**src/rtl/fifo_fwft_ctrl_if.sv**
```systemverilog
// fifo_fwft_ctrl_if: producer/consumer handshake plus RAM-side signals for fifo_fwft_ctrl.
// Optional error flags (overflow/underflow) exist only when FIFO_FWFT_CTRL_ERRS_EN is defined.
`timescale 1ns/1ps
interface fifo_fwft_ctrl_if #(
    parameter int unsigned WIDTH   = 8,
    parameter int unsigned ENTRIES = 16
);
    localparam int unsigned AW = $clog2(ENTRIES);
    localparam int unsigned CW = AW + 2;

    logic [WIDTH-1:0] din;
    logic             wput;
    logic             full;
    logic [WIDTH-1:0] dout;
    logic             rget;
    logic             empty;
    logic [CW-1:0]    count;
    logic [AW-1:0]    ram_waddr;
    logic [WIDTH-1:0] ram_wdata;
    logic             ram_we;
    logic [AW-1:0]    ram_raddr;
    logic [WIDTH-1:0] ram_rdata;
`ifdef FIFO_FWFT_CTRL_ERRS_EN
    logic             overflow;
    logic             underflow;

    modport slave (
        input  din, wput, rget, ram_rdata,
        output full, dout, empty, count, ram_waddr, ram_wdata, ram_we, ram_raddr,
        output overflow, underflow
    );
    modport master (
        output din, wput, rget, ram_rdata,
        input  full, dout, empty, count, ram_waddr, ram_wdata, ram_we, ram_raddr,
        input  overflow, underflow
    );
`else
    modport slave (
        input  din, wput, rget, ram_rdata,
        output full, dout, empty, count, ram_waddr, ram_wdata, ram_we, ram_raddr
    );
    modport master (
        output din, wput, rget, ram_rdata,
        input  full, dout, empty, count, ram_waddr, ram_wdata, ram_we, ram_raddr
    );
`endif
endinterface

```
**src/rtl/fifo_fwft_ctrl.sv**
```systemverilog
// fifo_fwft_ctrl: first-word-fall-through controller around a 1-cycle registered-read RAM.
// A 2-deep output stage (head + skid) plus one in-flight read hides the RAM latency.
// Optional macro FIFO_FWFT_CTRL_ERRS_EN adds sticky overflow/underflow flags.
`timescale 1ns/1ps
module fifo_fwft_ctrl #(
    parameter int unsigned WIDTH   = 8,
    parameter int unsigned ENTRIES = 16
) (
    input logic              clk,
    input logic              rst,
    fifo_fwft_ctrl_if.slave  bus
);
    localparam int unsigned AW = $clog2(ENTRIES);
    localparam int unsigned PW = AW + 1;
    localparam int unsigned CW = AW + 2;

    logic [PW-1:0]    wptr;
    logic [PW-1:0]    rptr;
    logic [PW-1:0]    used;
    logic [WIDTH-1:0] dout_r;
    logic [WIDTH-1:0] skid_r;
    logic             dout_v;
    logic             skid_v;
    logic             pend;
    logic             full_i;
    logic             wr;
    logic             pop;
    logic             issue;
    logic             land_head;
    logic             land_skid;
    logic [1:0]       occ;

    // Occupancy and request qualification; all status comes from registers only.
    assign used      = wptr - rptr;
    assign full_i    = (used == PW'(ENTRIES));
    assign wr        = bus.wput & ~full_i & ~rst;
    assign pop       = bus.rget & dout_v;
    assign occ       = 2'(dout_v) + 2'(skid_v) + 2'(pend);
    // Keep at most two words in stage + flight after this cycle's pop.
    assign issue     = (used != '0) && (occ <= (2'(pop) + 2'd1));
    // Landing word goes to the head when the head is free or is being refilled by nothing older.
    assign land_head = pend & (~dout_v | (pop & ~skid_v));
    assign land_skid = pend & ~land_head;

    // Pointers, in-flight flag and output-stage valid bits.
    always_ff @(posedge clk) begin
        if (rst) begin
            wptr   <= '0;
            rptr   <= '0;
            pend   <= 1'b0;
            dout_v <= 1'b0;
            skid_v <= 1'b0;
            dout_r <= '0;
        end else begin
            if (wr) begin
                wptr <= wptr + PW'(1);
            end
            if (issue) begin
                rptr <= rptr + PW'(1);
            end
            pend <= issue;
            if (pop && skid_v) begin
                dout_r <= skid_r;
            end else if (land_head) begin
                dout_r <= bus.ram_rdata;
            end
            if (land_head || (pop && skid_v)) begin
                dout_v <= 1'b1;
            end else if (pop) begin
                dout_v <= 1'b0;
            end
            if (land_skid) begin
                skid_v <= 1'b1;
            end else if (pop) begin
                skid_v <= 1'b0;
            end
        end
    end

    // Skid data needs no reset; it is qualified by skid_v.
    always_ff @(posedge clk) begin
        if (land_skid) begin
            skid_r <= bus.ram_rdata;
        end
    end

`ifdef FIFO_FWFT_CTRL_ERRS_EN
    logic overflow_r;
    logic underflow_r;

    // Sticky illegal-request flags, cleared only by reset.
    always_ff @(posedge clk) begin
        if (rst) begin
            overflow_r  <= 1'b0;
            underflow_r <= 1'b0;
        end else begin
            if (bus.wput && full_i) begin
                overflow_r <= 1'b1;
            end
            if (bus.rget && !dout_v) begin
                underflow_r <= 1'b1;
            end
        end
    end

    assign bus.overflow  = overflow_r;
    assign bus.underflow = underflow_r;
`endif

    assign bus.full      = full_i;
    assign bus.empty     = ~dout_v;
    assign bus.dout      = dout_r;
    assign bus.count     = CW'(used) + CW'(dout_v) + CW'(skid_v) + CW'(pend);
    assign bus.ram_we    = wr;
    assign bus.ram_waddr = wptr[AW-1:0];
    assign bus.ram_wdata = bus.din;
    assign bus.ram_raddr = rptr[AW-1:0];

endmodule
```
**src/flat_wrapper.sv**
```systemverilog
// flat-port wrapper written by rule: the top's interface ports become plain ports
module fifo_fwft_ctrl_flat 
#(
    parameter int unsigned WIDTH   = 8,
    parameter int unsigned ENTRIES = 16
)
  (clk, rst, bus_din, bus_wput, bus_rget, bus_ram_rdata, bus_full, bus_dout, bus_empty, bus_count, bus_ram_waddr, bus_ram_wdata, bus_ram_we, bus_ram_raddr);
  fifo_fwft_ctrl_if #(.WIDTH(WIDTH), .ENTRIES(ENTRIES)) bus_i ();
  input logic clk;
  input logic rst;
  input wire logic [$bits(bus_i.din)-1:0] bus_din;
  input wire logic [$bits(bus_i.wput)-1:0] bus_wput;
  input wire logic [$bits(bus_i.rget)-1:0] bus_rget;
  input wire logic [$bits(bus_i.ram_rdata)-1:0] bus_ram_rdata;
  output wire logic [$bits(bus_i.full)-1:0] bus_full;
  output wire logic [$bits(bus_i.dout)-1:0] bus_dout;
  output wire logic [$bits(bus_i.empty)-1:0] bus_empty;
  output wire logic [$bits(bus_i.count)-1:0] bus_count;
  output wire logic [$bits(bus_i.ram_waddr)-1:0] bus_ram_waddr;
  output wire logic [$bits(bus_i.ram_wdata)-1:0] bus_ram_wdata;
  output wire logic [$bits(bus_i.ram_we)-1:0] bus_ram_we;
  output wire logic [$bits(bus_i.ram_raddr)-1:0] bus_ram_raddr;
  assign bus_i.din = bus_din;
  assign bus_i.wput = bus_wput;
  assign bus_i.rget = bus_rget;
  assign bus_i.ram_rdata = bus_ram_rdata;
  assign bus_full = bus_i.full;
  assign bus_dout = bus_i.dout;
  assign bus_empty = bus_i.empty;
  assign bus_count = bus_i.count;
  assign bus_ram_waddr = bus_i.ram_waddr;
  assign bus_ram_wdata = bus_i.ram_wdata;
  assign bus_ram_we = bus_i.ram_we;
  assign bus_ram_raddr = bus_i.ram_raddr;
  fifo_fwft_ctrl #(.WIDTH(WIDTH), .ENTRIES(ENTRIES)) u_core (.clk(clk), .rst(rst), .bus(bus_i));
endmodule
```
**config.mk**
```make
export PLATFORM = sky130hd
export DESIGN_NAME = fifo_fwft_ctrl_flat
export DESIGN_NICKNAME = d
export VERILOG_FILES = /design/src/rtl/fifo_fwft_ctrl_if.sv /design/src/rtl/fifo_fwft_ctrl.sv /design/src/flat_wrapper.sv
export SDC_FILE = /design/constraint.sdc
export NUM_CORES = 1
export LEC_CHECK = 0
export CORE_UTILIZATION = 46
export CTS_BUF_LIST = sky130_fd_sc_hd__clkbuf_4 sky130_fd_sc_hd__clkbuf_8
export CTS_CLUSTER_SIZE = 16
export DETAILED_ROUTE_END_ITERATION = 8
export PLACE_DENSITY = 0.8
export SYNTH_ARGS = -nofsm -noshare
export SYNTH_HDL_FRONTEND = slang
export SYNTH_SLANG_ARGS = --single-unit
```
**constraint.sdc**
```tcl
create_clock -name clk -period 3.85 [get_ports clk]
set_clock_uncertainty 0.2 [all_clocks]
set_input_delay 1.155 -clock clk [delete_from_list [all_inputs] [get_ports clk]]
set_output_delay 1.155 -clock clk [all_outputs]
set_load 0.005 [all_outputs]
```
sizes.png
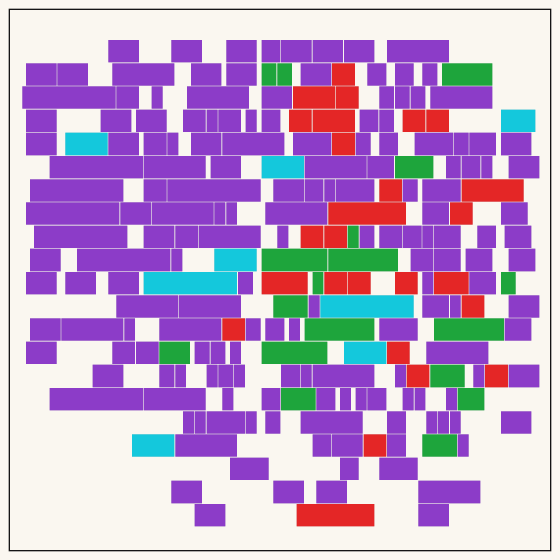
[green] _2 cells | cells: 18
[cyan] _6 and larger | cells: 8
[purple] _0 and _1 cells | cells: 170
[red] _3 and _4 cells | cells: 26
final worst setup slack: 0.05377 ns
Buffers, non-clock: 56
Design Area, Final: 2350 µm²

placement_by_type.png
Fill, decap, tap and diode cells in gray.
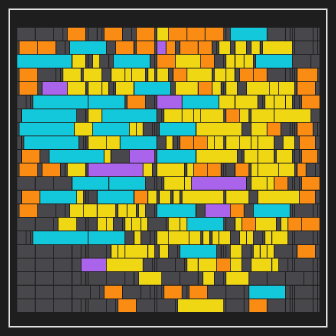
[cyan] flops | cells: 29 | share of their area: 29%
[purple] clock drivers and dummy loads | cells: 8 | share of their area: 5.8%
[orange] other buffers and delay cells | cells: 56 | share of their area: 22%
[yellow] combinational and other logic | cells: 129 | share of their area: 43%
Rows: 21
flop share of the area: 0.2822
final design utilization: 0.6775
placeable core area: 3468 µm²

wires.png
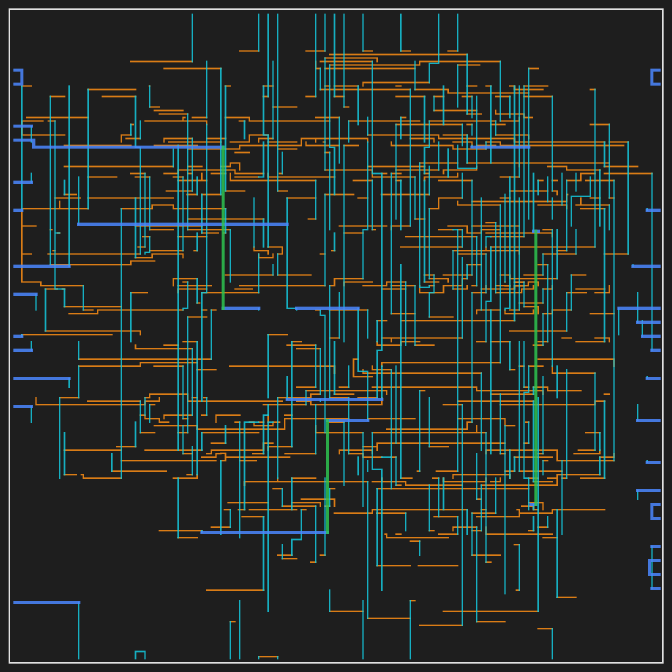
[cyan] metal 2 | wire length: 1810 µm
[green] metal 4 | wire length: 53.0 µm
[orange] metal 1 | wire length: 1550 µm
[blue] metal 3 | wire length: 140 µm
Via Count: 1356
Overall Global Routing Usage: 0.1873
Final Routed Wirelength: 3552 µm
WL per Instance: 13.25 µm

placement.png
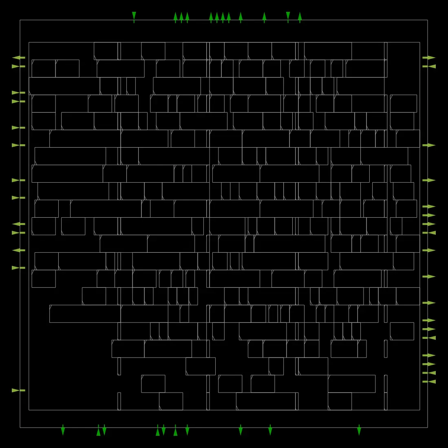
number of flip-flops and latches: 29
TAP cells: 46
Finished Layout Cells: 268
Fill cells: 268

==> flow_summary.toml <==
# implementation run metrics
[route]
drt_first_iter_violations = 56
viasPerCell = 5.060

[grt]
grt_overflow = 0

[synthesis]
yosys_most_used_dff = "dfxtp_1"
synth_flops = 29
yosysMostFrequentCell = "nor2_1"
top_area_cell = "dfxtp_1"
yosysCellCount = 179
synthesis.area_um2 = 1729
top_cells_by_count = "nor2_1 (22), dfxtp_1 (21), buf_4 (16), a21oi_1 (11), inv_1 (11)"
ys_warn_count = 0

[layout]
final-comb-area_um2 = 954.7
seq_area_um2 = 663.1
nets = 255
area_growth_pct = 35.89
layout.cells.most_common = "clkdlybuf4s50_1"
n_antenna_cell = 0

[sta]
finalHoldViolCount = 0
clock.fmax_ghz = 0.2634
rsz0062_at_grt = "yes"
max_slew.worst_pin.slew_ns = 0.7308

[placed_design]
gp_congestion = 0.7310
dp_hpwl_um = 2406

[job]
openroad.warnings = 28

[worst_hold_path]
timing.hold.worst_endpoint = "u_core.bus.dout[7]$_SDFFE_PP0P_"
min_path_type = "reg -> reg"
hold_depth = 2

[floorplanning]
die_w_um = 63.31
die_y_um = 63.31

[power]
ir_drop_mv = 0.3728
leakagePower_nw = 1.022

[critical_path]
rrSetupSlack_ns = 1.08
worstPathMaxFanout = 3
r2r_end = "u_core.rptr[0]$_SDFFE_PP0P_"
cp-end-kind = "output pin"

[cts]
htree_num_levels = 2
clk_latency_ns = 0.28
hold_buffers = 0
clk_pin_slew_ns = 0.07

[outcome]
status = "completed"
## area by class of cell
cell class / count / share of cell area
multi-input cells: 118 / 0.4063
flip-flops and latches: 29 / 0.2822
repair buffers: 56 / 0.2125
clock buffers: 5 / 0.02929
clock inverters: 3 / 0.02769
well taps: 46 / 0.02449
inverters: 11 / 0.01757
## layer usage
layer	up-vias	wire, µm	part of all wire	GRT usage
met2	36	1808	0.51	0.3159
met4	0	53	0.015	0.07955
met5	-	0	0	0
met3	6	139	0.039	0.05435
li1	693	-	-	-
met1	621	1550	0.44	0.2203
## cells by family after synthesis
kind of cell | synth area share
AOI/OAI and AO/OA | 0.1085
xor gates and xnor gates | 0.03546
adders and majority gates | 0.1187
buffers and inverters | 0.1042
DFF | 0.3821
muxes | 0.09262
and+or+nand+nor | 0.1585
## power by group
part	internal, mW	leakage [nW]	switching, mW
Combinational	0.492	0.708	0.386
Sequential	0.375	0.245	0.0433
Clock	0.257	0.0681	0.121
Total	1.12	1.02	0.550
## worst max-delay path, stage by stage, from the launching register on
cell	delay, ns
dfxtp_2	0.33
inv_2	0.05
ha_4	0.15
inv_2	0.05
fa_2	0.45
buf_4	0.16
ha_1	0.31
a21oi_2	0.15
nor2_1	0.08
and3_1	0.17
dlygate4sd2_1	0.25
## stage by stage
| stage | area [µm²] | cells | power [mW] |
|---|---|---|---|
| 2_1_floorplan | 1729 | 179 | 0.8733 |
| 3_3_place_gp | 2113 | 254 | 1.214 |
| 3_5_place_dp | 2113 | 254 | 1.225 |
| 4_1_cts | 2285 | 264 | 1.623 |
| 5_1_grt | 2350 | 268 | 1.801 |
| 6_report | 2350 | 268 | 1.674 |
## timing repair
item,in CTS,in global routing
gates resized,20,11
setup buffers,2,4
endpoints found under the hold margin,0,0
pin swaps,5,8
endpoints found under the setup margin,7,5
Power figures rest on the tool's default switching activity, not on a simulated workload.
